## config.mk

```make
export PLATFORM = sky130hd
export DESIGN_NAME = spike_rate_decoder
export DESIGN_NICKNAME = d
export VERILOG_FILES = /design/src/rtl/spike_rate_decoder.sv
export SDC_FILE = /design/constraint.sdc
export NUM_CORES = 1
export LEC_CHECK = 0
export ABC_AREA = 1
export CAP_MARGIN = 20
export CORE_ASPECT_RATIO = 1.1
export CORE_MARGIN = 2
export CORE_UTILIZATION = 51
export DETAILED_ROUTE_END_ITERATION = 12
export GPL_TIMING_DRIVEN = 1
export PLACE_DENSITY = 0.76
export SLEW_MARGIN = 30
export SYNTH_ARGS = -nofsm -noshare
export SYNTH_HDL_FRONTEND = slang
export SYNTH_SLANG_ARGS = --single-unit
export TNS_END_PERCENT = 5
```

## constraint.sdc

```tcl
create_clock -name clk_i -period 1.5 [get_ports clk_i]
set_clock_uncertainty 0.05 [all_clocks]
set_input_delay 0.225 -clock clk_i [delete_from_list [all_inputs] [get_ports clk_i]]
set_output_delay 0.225 -clock clk_i [all_outputs]
set_load 0.02 [all_outputs]
```

## src/rtl/spike_rate_decoder.sv

```systemverilog
// Spike-train rate decoder: counts spikes over WINDOW enabled cycles and presents the
// result on a valid/ready slot. Define SPIKE_RATE_DECODER_ISI_EN to add the isi_o output.
module spike_rate_decoder #(
    parameter int unsigned WINDOW = 256,
    parameter int unsigned WIN_W  = 16,
    parameter int unsigned CNT_W  = 8,
    parameter int unsigned ISI_W  = 8
) (
    input  logic             clk_i,
    input  logic             rst_ni,
    input  logic             en_i,
    input  logic             spike_i,
    input  logic             ready_i,
    input  logic             ovr_clr_i,
    output logic [CNT_W-1:0] rate_o,
    output logic             valid_o,
    output logic             overrun_o
`ifdef SPIKE_RATE_DECODER_ISI_EN
    ,
    output logic [ISI_W-1:0] isi_o
`endif
);

    localparam logic [WIN_W-1:0] WIN_LAST = WIN_W'(WINDOW - 1);
    localparam logic [CNT_W-1:0] CNT_MAX  = '1;

    // Reject configurations whose window cannot be represented by the counter.
    if (WINDOW < 2 || CNT_W < 1 || ISI_W < 1 ||
        (WIN_W < 32 && 64'(WINDOW) > (64'd1 << WIN_W))) begin : g_bad_param
        $error("spike_rate_decoder: illegal parameter combination");
    end

    typedef enum logic {
        IDLE  = 1'b0,
        COUNT = 1'b1
    } state_t;

    state_t           state, state_d;
    logic [WIN_W-1:0] win_cnt, win_d;
    logic [CNT_W-1:0] spk_cnt, spk_d, spk_inc, final_cnt;
    logic             win_end;
    logic             accept;
    logic             load;

    always_ff @(posedge clk_i or negedge rst_ni) begin
        if (!rst_ni) begin
            state   <= IDLE;
            win_cnt <= '0;
            spk_cnt <= '0;
        end else begin
            state   <= state_d;
            win_cnt <= win_d;
            spk_cnt <= spk_d;
        end
    end

    always_comb begin
        state_d   = state;
        win_d     = win_cnt;
        spk_d     = spk_cnt;
        win_end   = 1'b0;
        spk_inc   = (spk_cnt == CNT_MAX) ? CNT_MAX : spk_cnt + 1'b1;
        final_cnt = spike_i ? spk_inc : spk_cnt;
        case (state)
            IDLE: begin
                win_d = '0;
                spk_d = '0;
                if (en_i) state_d = COUNT;
            end
            COUNT: begin
                if (!en_i) begin
                    state_d = IDLE;
                    win_d   = '0;
                    spk_d   = '0;
                end else if (win_cnt == WIN_LAST) begin
                    // Last cycle of the window: its own spike is folded into final_cnt.
                    win_end = 1'b1;
                    win_d   = '0;
                    spk_d   = '0;
                end else begin
                    win_d = win_cnt + 1'b1;
                    spk_d = final_cnt;
                end
            end
            default: state_d = IDLE;
        endcase
    end

    assign accept = valid_o & ready_i;
    assign load   = win_end & (~valid_o | ready_i);

    always_ff @(posedge clk_i or negedge rst_ni) begin
        if (!rst_ni) begin
            rate_o  <= '0;
            valid_o <= 1'b0;
        end else if (load) begin
            rate_o  <= final_cnt;
            valid_o <= 1'b1;
        end else if (accept) begin
            valid_o <= 1'b0;
        end
    end

    // A dropped result outranks a clear on the same edge.
    always_ff @(posedge clk_i or negedge rst_ni) begin
        if (!rst_ni)               overrun_o <= 1'b0;
        else if (win_end && !load) overrun_o <= 1'b1;
        else if (ovr_clr_i)        overrun_o <= 1'b0;
    end

`ifdef SPIKE_RATE_DECODER_ISI_EN
    localparam logic [ISI_W-1:0] ISI_MAX = '1;

    logic [ISI_W-1:0] isi_cnt, isi_inc;
    logic             seen_first;

    assign isi_inc = (isi_cnt == ISI_MAX) ? ISI_MAX : isi_cnt + 1'b1;

    always_ff @(posedge clk_i or negedge rst_ni) begin
        if (!rst_ni) begin
            isi_cnt    <= '0;
            seen_first <= 1'b0;
            isi_o      <= '0;
        end else if (state == COUNT && en_i) begin
            if (spike_i) begin
                isi_cnt    <= '0;
                seen_first <= 1'b1;
                if (seen_first) isi_o <= isi_inc;
            end else begin
                isi_cnt <= isi_inc;
            end
        end else begin
            isi_cnt    <= '0;
            seen_first <= 1'b0;
        end
    end
`endif

endmodule

```

**Run 1: PDN straps and rails**

(6 px per µm) Pins as bars on the die edge.
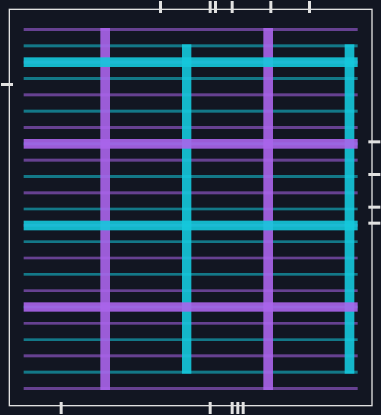
VSS -> purple
VDD -> cyan
met4 straps = 4
signal pins = 16
met1 rails = 23

**Run 1: clock wiring as the flow saved it**

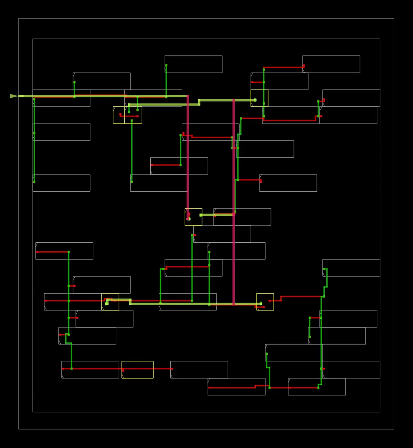
registers: 35
TritonCTS Buffers: 5
CLK BUF: 6
Late-Pin Clk Latency: 340 ps

==> flow_metrics.py, run 1 <==
# Flow results
metrics = {
    "finish": {
        "layout.area.seq_um2": 875.8,
        "finalNonFillerCells": 305,
        "comb_area_um2": 809.5,
        "fillers": 285,
        "synthToLayoutAreaGrowth_pct": 22.88,
        "antenna_cells": 0,
        "drive_above_1_share_pct": 14.79,
        "fin_nets": 265,
        "final_cell_area_um2": 2177,
    },
    "worst_setup_path": {
        "crit_required_ps": 1740,
        "crit_fanout": 8,
        "cp-start-kind": "flop",
        "critPathKind": "reg -> reg",
        "end_kind": "flop",
        "worstPathArrival_ps": 1740,
    },
    "power_and_ir_drop": {
        "power.density_nw_per_um2": 718.1,
        "finalPower_uw": 1563,
        "ir_drop_uv": 621.2,
        "cellLeakagePower_uw": 0.001113,
    },
    "placement": {
        "dpl_cell_area_um2": 2076,
        "dp_hpwl_um": 2496,
        "port-buffer-count": 15,
        "dp_slack_ps": -158.0,
        "gp_congestion": 0.8290,
        "dp.cells": 296,
    },
    "timing": {
        "setup_violations": 0,
        "relSlewSlack_pct": 79.35,
        "tightest_slew_ps": 308.9,
        "finalClockPeriodUsage_pct": 99.82,
        "hold_viol": 0,
        "max_freq_mhz": 667.9,
        "setup_ws_ps": 2.698,
        "fin_crit_ps": 1497,
        "rsz0062_at_grt": "yes",
        "finalMaxSlewViolations": 0,
        "timing.hold.ws_ps": 188.9,
    },
    "flow_run": {
        "maxCapViolations": 0,
        "warnings": 28,
    },
    "logic_synthesis": {
        "syn_inst": 224,
        "syn_area_per_cell_um2": 7.909,
        "ys_warn_count": 0,
        "top_cell_area_share_pct": 49.44,
        "ys_area_um2": 1772,
        "syn_area_um2": 1772,
        "synth_seq_share_pct": 49.44,
        "common_cells": "67 x nand2_1, 35 x dfrtp_1, 31 x nor2_1",
        "most_common_cell": "nand2_1",
        "async_flop_share_pct": 100.0,
        "top_cells_by_area": "dfrtp_1 49%, nand2_1 14%, nor2_1 6.6%, inv_1 5.5%, nand3_1 5.1%",
        "syn-num-nets": 232,
        "ys.flops": 35,
        "ys_cells": 224,
        "yosys.area.top_type": "dfrtp_1",
        "edf_count": 0,
        "ys_types": 26,
        "flop_cell": "dfrtp_1",
    },
    "detailed_routing": {
        "routed_wl_um": 3484,
        "wl_per_cell_um": 11.42,
        "drt_iter0_markers": 72,
        "num_vias": 1478,
        "drc": 0,
        "drtAntennaViolNets": 0,
        "firstDrtPassIters": 4,
        "viasPerCell": 4.846,
    },
    "clock_network": {
        "htreeDepth": 2,
        "ctsHoldBuffers": 0,
        "cts_max_path_buffers": 2,
        "clk_pin_slew_ps": 110,
        "root_buffer": "clkbuf_4",
        "cts_tree": "built",
        "clock_sinks": 35,
    },
    "global_routing": {
        "gr-total-overflow": 0,
        "grt_max_degree": 36,
        "globalRouteTotalUtil_pct": 20.74,
        "grt_pass1_vias": 1460,
        "grt_pass1_wl_um": 6058,
        "grtUsageMet3_pct": 5.871,
        "met2_usage_pct": 34.38,
        "use_met1_pct": 24.74,
        "antenna_found_initial": 0,
        "grt-busiest-layer": "met2",
    },
    "min_path": {
        "min_path_type": "in -> async",
    },
    "floorplanning": {
        "rows": 22,
        "dieHeight_um": 65.82,
        "fp-utilization_pct": 53.19,
        "die_w_um": 60.20,
        "core-area_um2": 3331,
        "die_area_um2": 3962,
        "pin_count": 16,
    },
    "outcome": {
        "status": "completed",
    },
}
**Run 1: selected gate families**

(4 px per µm)
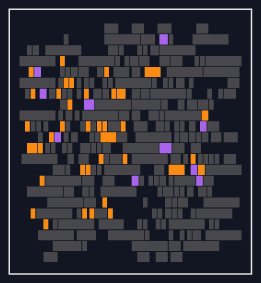
inverting AOI/OAI gates -> purple  # cells 10
NOR gates -> orange  # cells 37

[run 1: state kept, by name (all words and copies together), names as in the netlist]
signal and flops:
overrun_o 1, spk_cnt 8, rate_o 8, win_cnt 16, state 1, valid_o 1
[run 1: stage by stage]
step           TNS [ps]  utilization (%)
2_1_floorplan         0                -
6_report              0            65.36
4_1_cts          -17.63            63.94
3_3_place_gp      -1003            62.32
5_1_grt           -1067            65.36
3_5_place_dp      -1626            62.32
[run 1: final timing paths]
path	from	to	slack [ps]	cells after the start
min	rst_ni	spk_cnt[7]	190	2
max reg2reg	spk_cnt[1]	spk_cnt[4]	3	6
max in group asynchronous	rst_ni	valid_o	1020	2
min in group clk_i	ovr_clr_i	overrun_o	390	2
max	spk_cnt[1]	spk_cnt[4]	3	6
min reg2reg	rate_o[2]	rate_o[2]	430	2
[run 1: worst max-delay path: stages, from the launching register on]
cell and delay, ps:
dfrtp_1 410, ha_2 220, nand2_2 70, nor2_4 100, nand3b_1 240, nand3b_1 200, and2_4 150
[run 1: layer usage]
layer	share of wire [%]	vias to the layer above
li1	-	759
met1	44	690
met2	50	20
met3	3.0	9
met4	2.4	0
met5	0	-
[run 1: power breakdown]
group	total (µW)	switching, µW	internal [µW]
Clock	523	306	217
Sequential	953	5.12	948
Combinational	86.5	48.1	38.5
[run 1: repair_timing]
action                     4_1_cts  5_1_grt
pin swaps                        2        8
setup endpoints to repair       24       26
buffers inserted                 0        2
resized                         14        6
hold endpoints to repair         0        0
[run 1: cell usage in the layout (no fill, tap or decap), types with 5 or more instances in the layout]
| cell | synthesis | final |
|---|---|---|
| nor2_1 | 31 | 30 |
| dfrtp_1 | 35 | 35 |
| nand2_1 | 67 | 66 |
| buf_4 | 0 | 11 |
| clkdlybuf4s50_1 | 0 | 5 |
| dlygate4sd2_1 | 0 | 10 |
| inv_1 | 26 | 26 |
| nand3_1 | 18 | 18 |
| clkbuf_4 | 0 | 5 |
[run 1: cell families (layout without fill, tap and decap cells)]
| group | after synthesis | in the layout | synth area share [%] |
|---|---|---|---|
| xor+xnor | 8 | 8 | 3.954 |
| compound gates | 10 | 10 | 3.037 |
| simple gates | 139 | 139 | 35.24 |
| buf+inv | 30 | 63 | 6.920 |
| fa+ha+maj | 2 | 2 | 1.412 |
| flops | 35 | 35 | 49.44 |
[run 1: final cells by class]
cell class,count,area share [%]
sequential,35,40.23
timing repair buffer,29,12.47
inverter,27,4.770
clock inverter,1,0.2299
clock buffer,6,2.356
multi-input combinational,159,37.18
tap,48,2.759
**Run 1: clock distribution**

(4 px per µm)
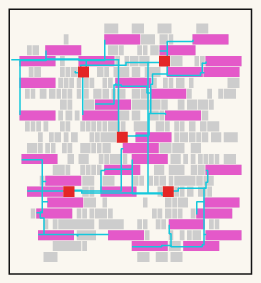

--- run 2 (diff from run 1) ---
Settings changed: CORE_ASPECT_RATIO 1.1 to unset.
**Run 2: clock distribution**

(4 px per µm)
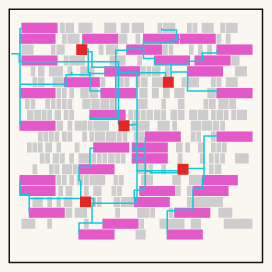
clock wires -> cyan  # length 435 µm
clock drivers -> red  # count 5
flip-flops -> magenta  # count 35
flops lie = all over the die
routed clock nets = 6

==> flow_metrics.py, run 2 <==
# Flow results
metrics = {
    "outcome": {
        "status": "completed",
    },
    "finish": {
        "reg.largest.list": "win_cnt: 16 flops, rate_o: 8 flops, spk_cnt: 8 flops",
        "fillers": 315,
        "fin_nets": 266,
        "drive_above_1_share_pct": 15.06,
        "layout.area.seq_um2": 875.8,
        "layout_top_cell": "nand2_1",
        "mostFrequentLayoutCells": "64 x nand2_1, 35 x dfrtp_1, 29 x nor2_1",
        "antenna_cells": 0,
        "regMostFlops": "win_cnt",
        "largest_reg_flops": 16,
        "comb_area_um2": 805.8,
        "synthToLayoutAreaGrowth_pct": 21.96,
        "finalNonFillerCells": 305,
    },
    "power_and_ir_drop": {
        "ir_drop_uv": 452.5,
        "cellLeakagePower_uw": 0.001110,
        "power.density_nw_per_um2": 708.2,
    },
    "timing": {
        "rsz0062_at_grt": "yes",
        "max_freq_mhz": 674.6,
        "finalClockPeriodUsage_pct": 98.82,
        "setup_tns_ps": 0,
        "tightest_slew_ps": 221.3,
        "relSlewSlack_pct": 85.25,
        "hold_viol": 0,
        "fin_crit_ps": 1482,
        "setup_violations": 0,
        "finalMaxSlewViolations": 0,
        "setup_ws_ps": 17.70,
    },
    "worst_setup_path": {
        "ff2ff_setup_slack_ps": 20,
        "max_stage_delay_ps": 430,
        "crit_required_ps": 1730,
        "r2r_end": "rate_o[7]",
        "reg2regPathDepth": 7,
        "critPathSlowestCell": "dfrtp_1",
        "end_kind": "flop",
        "cp-start-kind": "flop",
        "critPathKind": "reg -> reg",
        "worstPathArrival_ps": 1710,
        "timing.rr.start": "win_cnt[0]",
        "crit_fanout": 8,
        "crit_path_cell_trace": "ha_4 > nand3_4 > nor2_4 > nand3_2 > nor2_4 > nand2_1 > nand2_1",
    },
    "detailed_routing": {
        "viasPerCell": 4.928,
        "num_vias": 1503,
        "drc": 0,
        "wl_per_cell_um": 11.60,
        "drtAntennaViolNets": 0,
        "firstDrtPassIters": 4,
        "routed_wl_um": 3537,
        "drt_iter0_markers": 55,
    },
    "placement": {
        "dp_hpwl_um": 2586,
        "port-buffer-count": 15,
        "dp_slack_ps": -164.2,
        "gp_congestion": 0.8181,
        "dp.cells": 294,
    },
    "logic_synthesis": {
        "xor_area_share_pct": 3.955,
        "ys_area_um2": 1772,
        "common_cells": "67 x nand2_1, 35 x dfrtp_1, 31 x nor2_1",
        "syn_area_per_cell_um2": 7.909,
        "topCombFamilyByArea": "simple AND/OR/NAND/NOR gates",
        "top_cell_area_share_pct": 49.44,
        "syn-num-nets": 232,
        "top_cells_by_area": "dfrtp_1 49%, nand2_1 14%, nor2_1 6.6%, inv_1 5.5%, nand3_1 5.1%",
        "async_flop_share_pct": 100.0,
        "ys_types": 26,
        "most_common_cell": "nand2_1",
        "simple_gate_share_pct": 35.24,
        "ys.flops": 35,
        "fa_ha_area_share_pct": 1.412,
        "ys_cells": 224,
        "yosys.area.top_type": "dfrtp_1",
        "syn_area_um2": 1772,
        "synth_seq_share_pct": 49.44,
        "syn_inst": 224,
        "synthMuxAreaShare_pct": 0,
        "flop_cell": "dfrtp_1",
        "compound_area_share_pct": 3.037,
        "edf_count": 0,
        "ys_warn_count": 0,
    },
    "floorplanning": {
        "rows": 21,
        "die_area_um2": 3961,
        "die_w_um": 62.94,
        "pin_count": 16,
        "core-area_um2": 3337,
        "dieHeight_um": 62.94,
        "fp-utilization_pct": 53.09,
    },
    "global_routing": {
        "grt_pass1_wl_um": 6120,
        "grt_max_degree": 36,
        "antenna_found_initial": 0,
        "gr-total-overflow": 0,
        "grt_pass1_vias": 1423,
        "globalRouteTotalUtil_pct": 19.96,
    },
    "flow_run": {
        "warnings": 28,
        "maxCapViolations": 0,
    },
    "clock_network": {
        "clock_sinks": 35,
        "ctsHoldBuffers": 0,
        "cts_tree": "built",
        "htreeDepth": 2,
        "clk_pin_slew_ps": 110,
        "cts_max_path_buffers": 2,
        "root_buffer": "clkbuf_4",
        "clk_latency_ps": 340,
        "cts_buffers": 5,
    },
    "min_path": {
        "min_path_type": "in -> async",
    },
}
**Run 2: wiring by layer**

(8 px per µm)
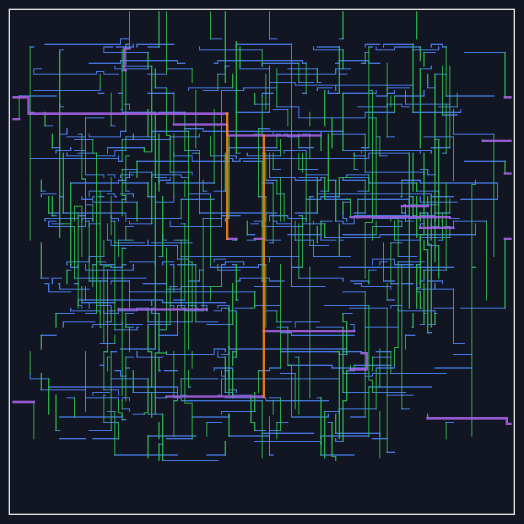
metal 3 -> purple  # wire length 133 µm
metal 1 -> blue  # wire length 1610 µm
metal 2 -> green  # wire length 1740 µm
metal 4 -> orange  # wire length 48.3 µm

==> run 2: cell counts after synthesis <==
No cell type changed its count.
==> run 2: per-stage QoR <==
step	utilization [%]	power, µW	instance area [µm²]	hold WS (ps)
detailed placement	61.75	1053	2061	414.3
global route	64.75	1598	2161	198.6
floorplan	-	998.6	1772	-120.6
global placement	61.75	1051	2061	399.8
CTS	63.18	1547	2108	183.2
finish	64.75	1530	2161	188.0
==> run 2: final cells by class <==
type | instances | area share [%]
Sequential cell | 35 | 40.53
Multi-Input combinational cell | 159 | 37.29
Timing Repair Buffer | 30 | 12.51
Inverter | 27 | 4.690
Tap cell | 46 | 2.664
Clock buffer | 7 | 2.085
Clock inverter | 1 | 0.2316
==> run 2: power by group <==
| part | switching [µW] | internal, µW | total, µW | leakage (µW) |
|---|---|---|---|---|
| logic | 47.1 | 36.8 | 83.9 | 0.000595 |
| registers | 5.04 | 948 | 953 | 0.000485 |
| clock network | 310 | 183 | 493 | 0.0000293 |
==> run 2: cells by family (layout without fill, tap and decap cells) <==
| kind of cell | count (synthesis) | count (layout) |
|---|---|---|
| compound gates | 10 | 10 |
| xor+xnor | 8 | 8 |
| fa+ha+maj | 2 | 2 |
| buf+inv | 30 | 65 |
| flops | 35 | 35 |
| simple gates | 139 | 139 |
==> run 2: worst max path at each step <==
stage	startpoint	end	cells after the start
floorplan	win_cnt[0]	spk_cnt[4]	8
global placement	spike_i	spk_cnt[1]	6
detailed placement	spike_i	rate_o[7]	7
CTS	win_cnt[0]	rate_o[7]	7
global route	win_cnt[0]	rate_o[7]	7
finish	win_cnt[0]	rate_o[7]	7
==> run 2: routing by layer <==
metal,routed length [µm],track usage (%),vias to the layer above
li1,-,-,759
met1,1613,24.82,712
met2,1742,32.98,26
met3,133,6.126,6
met4,48,6.667,0
met5,0,0,-
==> run 2: timing repair <==
| action | CTS | global route |
|---|---|---|
| resized | 12 | 8 |
| buffers inserted | 0 | 3 |
| endpoints found under the setup margin | 28 | 28 |
| pin swaps | 1 | 6 |
==> run 2: critical path: cells and delay by family (launching register included) <==
kind	cells	cell delay, ps
and+or+nand+nor	6	770
DFF	1	430
adders and majority gates	1	180
Power is estimated from default activity; no workload was simulated.
